==> src/rtl/seq_mag_comparator_if.sv <==
// seq_mag_comparator_if: start/operand request and busy/done/result response bundle.
interface seq_mag_comparator_if #(parameter int WIDTH = 32);
    logic             start;
    logic [WIDTH-1:0] a;
    logic [WIDTH-1:0] b;
    logic             is_signed;
    logic             busy;
    logic             done;
    logic             eq;
    logic             gt;
    logic             lt;
    modport master (output start, a, b, is_signed, input busy, done, eq, gt, lt);
    modport slave  (input start, a, b, is_signed, output busy, done, eq, gt, lt);
endinterface

==> src/rtl/seq_mag_comparator.sv <==
// seq_mag_comparator: MSB-first digit-serial magnitude comparator, signed/unsigned per operation.
// SEQ_MAG_COMPARATOR_EARLY_EXIT_EN: finish on the first differing digit instead of constant NDIG latency.
module seq_mag_comparator #(
    parameter int WIDTH = 32,
    parameter int DIGIT = 4
) (
    input logic clk,
    input logic rst,
    seq_mag_comparator_if.slave bus
);
    if (WIDTH < 2 || DIGIT < 1 || WIDTH % DIGIT != 0) begin : g_bad_params
        $error("seq_mag_comparator: WIDTH >= 2, DIGIT >= 1 and WIDTH %% DIGIT == 0 required");
    end

    localparam int NDIG = WIDTH / DIGIT;
    localparam int CW = (NDIG > 1) ? $clog2(NDIG) : 1;
    localparam logic [1:0] S_IDLE = 2'd0;
    localparam logic [1:0] S_RUN  = 2'd1;
    localparam logic [1:0] S_DONE = 2'd2;

    logic [1:0]       state;
    logic [WIDTH-1:0] sa, sb;
    logic [CW-1:0]    cnt;
    logic             decided, res_gt;
    logic             eq, gt, lt;
    logic [DIGIT-1:0] digit_a, digit_b;
    logic             differ, fin, dec_n, gt_n, accept;
    logic [WIDTH-1:0] msb_flip;

    assign digit_a  = sa[WIDTH-1 -: DIGIT];
    assign digit_b  = sb[WIDTH-1 -: DIGIT];
    assign differ   = digit_a != digit_b;
    assign dec_n    = decided | differ;
    assign gt_n     = decided ? res_gt : (digit_a > digit_b);
    assign accept   = bus.start && (state != S_RUN);
    // Flipping both MSBs maps two's-complement order onto unsigned order.
    assign msb_flip = {bus.is_signed, {(WIDTH-1){1'b0}}};
`ifdef SEQ_MAG_COMPARATOR_EARLY_EXIT_EN
    assign fin = (cnt == CW'(NDIG-1)) || (!decided && differ);
`else
    assign fin = cnt == CW'(NDIG-1);
`endif

    always_ff @(posedge clk or posedge rst) begin
        if (rst) begin
            state   <= S_IDLE;
            sa      <= '0;
            sb      <= '0;
            cnt     <= '0;
            decided <= 1'b0;
            res_gt  <= 1'b0;
            eq      <= 1'b0;
            gt      <= 1'b0;
            lt      <= 1'b0;
        end else if (state == S_RUN) begin
            decided <= dec_n;
            res_gt  <= gt_n;
            sa      <= sa << DIGIT;
            sb      <= sb << DIGIT;
            cnt     <= cnt + 1'b1;
            if (fin) begin
                state <= S_DONE;
                eq    <= !dec_n;
                gt    <= dec_n & gt_n;
                lt    <= dec_n & !gt_n;
            end
        end else if (accept) begin
            state   <= S_RUN;
            sa      <= bus.a ^ msb_flip;
            sb      <= bus.b ^ msb_flip;
            cnt     <= '0;
            decided <= 1'b0;
            res_gt  <= 1'b0;
        end else begin
            state <= S_IDLE;
        end
    end

    assign bus.busy = state == S_RUN;
    assign bus.done = state == S_DONE;
    assign bus.eq   = eq;
    assign bus.gt   = gt;
    assign bus.lt   = lt;
endmodule

==> src/flat_wrapper.sv <==
// flat-port wrapper written by rule: the top's interface ports become plain ports
module seq_mag_comparator_flat 
#(
    parameter int WIDTH = 32,
    parameter int DIGIT = 4
)
  (clk, rst, bus_start, bus_a, bus_b, bus_is_signed, bus_busy, bus_done, bus_eq, bus_gt, bus_lt);
  seq_mag_comparator_if #(.WIDTH(WIDTH)) bus_i ();
  input logic clk;
  input logic rst;
  input wire logic [$bits(bus_i.start)-1:0] bus_start;
  input wire logic [$bits(bus_i.a)-1:0] bus_a;
  input wire logic [$bits(bus_i.b)-1:0] bus_b;
  input wire logic [$bits(bus_i.is_signed)-1:0] bus_is_signed;
  output wire logic [$bits(bus_i.busy)-1:0] bus_busy;
  output wire logic [$bits(bus_i.done)-1:0] bus_done;
  output wire logic [$bits(bus_i.eq)-1:0] bus_eq;
  output wire logic [$bits(bus_i.gt)-1:0] bus_gt;
  output wire logic [$bits(bus_i.lt)-1:0] bus_lt;
  assign bus_i.start = bus_start;
  assign bus_i.a = bus_a;
  assign bus_i.b = bus_b;
  assign bus_i.is_signed = bus_is_signed;
  assign bus_busy = bus_i.busy;
  assign bus_done = bus_i.done;
  assign bus_eq = bus_i.eq;
  assign bus_gt = bus_i.gt;
  assign bus_lt = bus_i.lt;
  seq_mag_comparator #(.WIDTH(WIDTH), .DIGIT(DIGIT)) u_core (.clk(clk), .rst(rst), .bus(bus_i));
endmodule
==> config.mk <==
export PLATFORM = sky130hd
export DESIGN_NAME = seq_mag_comparator_flat
export DESIGN_NICKNAME = d
export VERILOG_FILES = /design/src/rtl/seq_mag_comparator_if.sv /design/src/rtl/seq_mag_comparator.sv /design/src/flat_wrapper.sv
export SDC_FILE = /design/constraint.sdc
export NUM_CORES = 1
export LEC_CHECK = 0
export ABC_CLOCK_PERIOD_IN_PS = 2400
export CAP_MARGIN = 25
export CORE_ASPECT_RATIO = 1.2
export CORE_MARGIN = 10
export CORE_UTILIZATION = 46
export CTS_CLUSTER_DIAMETER = 150
export CTS_CLUSTER_SIZE = 10
export DETAILED_ROUTE_END_ITERATION = 16
export PLACE_DENSITY_LB_ADDON = 0.3
export SYNTH_ARGS = -nofsm -noshare
export SYNTH_HDL_FRONTEND = slang
export SYNTH_SLANG_ARGS = --single-unit
==> constraint.sdc <==
create_clock -name clk -period 2.4 [get_ports clk]
set_clock_uncertainty 0.05 [all_clocks]
set_input_delay 0.48 -clock clk [delete_from_list [all_inputs] [get_ports clk]]
set_output_delay 0.48 -clock clk [all_outputs]
set_load 0.005 [all_outputs]
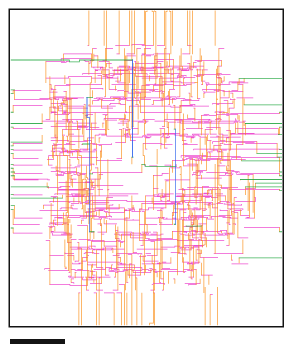
Fig. 1. Signal wires by layer.
Bar = 20 µm.
green -> M3  # wire length 265 µm
magenta -> M1  # wire length 3360 µm
orange -> M2  # wire length 3440 µm
blue -> M4  # wire length 120 µm
GRT Total Usage: 0.128
drt wl/cell: 14.8 µm
Via Count: 2443

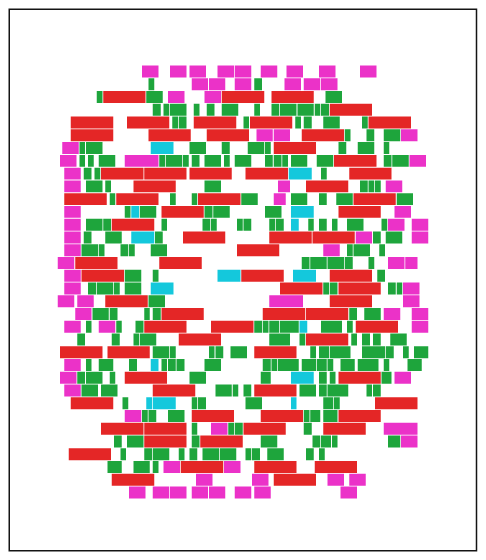
Fig. 2. Cell classes on the final placement.
green -> remaining logic cells  # cells 230, share of their area 34%
red -> sequential cells  # cells 74, share of their area 43%
magenta -> remaining buffers and delay cells  # cells 77, share of their area 19%
cyan -> clock drivers and dummy loads  # cells 15, share of their area 3.6%

==> CHANGELOG.md <==
### Metrics

- Tool Warnings: 28
- Cell taking the most area after synthesis: dfrtp_1
- Antenna violations before repair: 0
- Worst Hold Slack: 426 ps
- WP depth: 2
- Post-cts resize count: 0
- Clock-net power: 0.000784 W
- Predominant post-synthesis flop cell: dfrtp_1
- Crit end category: output port
- Largest power group: sequential cells
- Placer Congestion: 0.799
- Chip width: 99.3 µm
- H-tree levels: 3
- Placed insts: 471
- Registers, synthesis: 74
- Pin count of the biggest net entering global routing: 131
- Clock slew seen by the registers of the worst setup and hold paths: 70 ps
- CP delay by family, top: buffers and inverters
- Routed wire length: 7.19 mm
- Worst Setup SP: u_core.state[1]
- FP Core Util: 0.474
- Wire length on met1: 3.36 mm
- Maximum clock path buffer count: 2
- Final worst setup slack: 370 ps
- Met2 Use GR: 0.203
- Hold Path Cell Cnt: 2
- Vias per cell: 5.03
- Required @ worst endpoint: 1870 ps
- Placed cell area: 4220 µm²
- Worst reg2reg path depth: 4
- Die Area: 11400 µm²
- Dominant cell area share: 0.534
- Synthesis area per yosys: 3470 µm²
- Power Internal: 0.00279 W
- Combinational share of power: 0.350
- IO Pins: 73
- Cell Type Count: 27
- Max incr delay on CP: 540 ps
- Power Total: 0.00434 W
- Max Used Layer: met4
- Total grt overflow: 0
- Worst VDD drop: 1.14 mV
- Initial drt markers: 142
- Fin. Hold Viols: 0
- Switch Pwr: 0.00155 W
- Ys async rst share: 1.00
- Num CTS Buffers: 9
- Total negative slack: 0 ps
- FF-to-FF setup slack: 690 ps
- Final instance area: 4380 µm²
- Synth Seq Share: 0.534
- Syn_area_per_cell: 10.6 µm²
- Synth-to-layout area growth: 26.2%
- Startpoint class of the critical path: flop
- Post-synth EDFFs: 0
- CP Max Fanout: 2
- Fmax: 493 MHz
- Metal3 WL: 265 µm
- WS Path Type: flop to output port
- Post-layout period usage: 0.846
- RR Startpoint: u_core.state[1]
- Rows: 34
- Met1 GRT Util: 0.165
- Core Region: 7320 µm²
- # Post-CTS Setup Buffers: 0
- Fillcell total: 635
- Grt peak-use layer: met2
- M3 GR Usage: 0.0282
- Vias in the first global route: 2543
- Crit path max-delay cell type: clkdlybuf4s50_1
- Yosys stat cell total: 326
- CTS Hold Bufs: 0
- Outcome: finished clean
- Antenna diodes: 0
- Sw frac: 0.356
- CTS tree: yes
- YS warnings: 0
- Most frequent logic cell in the layout: dfrtp_1
- TritonCTS Sinks: 74
- Nets@finish: 466
- Fin cells: 486
- Die Height: 115 µm
- Hold Path Sink: u_core.sa[17]
- Critical path arrival: 1500 ps
- Sequential group power: 0.00204 W
-- kinds of logic after synthesis --
kind of cell / after synthesis / synth area share
adder cells (fa/ha/maj): 6 / 0.0216
flip-flops: 74 / 0.534
XOR/XNOR: 2 / 0.00505
AND-OR/OR-AND: 68 / 0.105
buffers and inverters: 29 / 0.0519
multiplexers: 63 / 0.182
AND/OR/NAND/NOR: 84 / 0.100
-- registers in the layout, summed over array words and instances (netlist names) --
signal,cells
u_core.bus.eq,1
u_core.bus.gt,1
u_core.bus.lt,1
u_core.cnt,3
u_core.decided,1
u_core.res_gt,1
u_core.sa,32
u_core.sb,32
u_core.state,2
-- area by class of cell --
| class | instances | area [µm²] | share of cell area |
|---|---|---|---|
| clock buffers | 11 | 131 | 0.0300 |
| clock inverters | 4 | 20.0 | 0.00458 |
| inverters | 7 | 30.0 | 0.00686 |
| multi-input cells | 223 | 1440 | 0.328 |
| flip-flops and latches | 74 | 1850 | 0.423 |
| well taps | 90 | 113 | 0.0257 |
| repair buffers | 77 | 793 | 0.181 |
-- tightest hold or removal path: cells and delay by family (launching register included) --
family / cells / cell delay, ps
AOI/OAI and AO/OA: 1 / 60
DFF: 1 / 340
and+or+nand+nor: 1 / 40
-- worst max-delay path by stage --
stage	to	slack [ps]
6_report	bus_busy	370
3_3_place_gp	bus_busy	710
4_1_cts	bus_busy	330
2_1_floorplan	u_core.bus.gt	950
3_5_place_dp	bus_busy	710
5_1_grt	bus_busy	300
-- synthesized netlist by cell type (3+ instances only) --
library cell / n
mux2i_1: 62
o21ai_0: 56
buf_4: 7
nand2_1: 63
inv_1: 7
buf_2: 5
dfrtp_1: 74
clkbuf_1: 4
nand2b_1: 3
nor2_1: 10
buf_6: 5
ha_1: 6
o21ai_1: 5
Power is estimated from default activity; no workload was simulated.
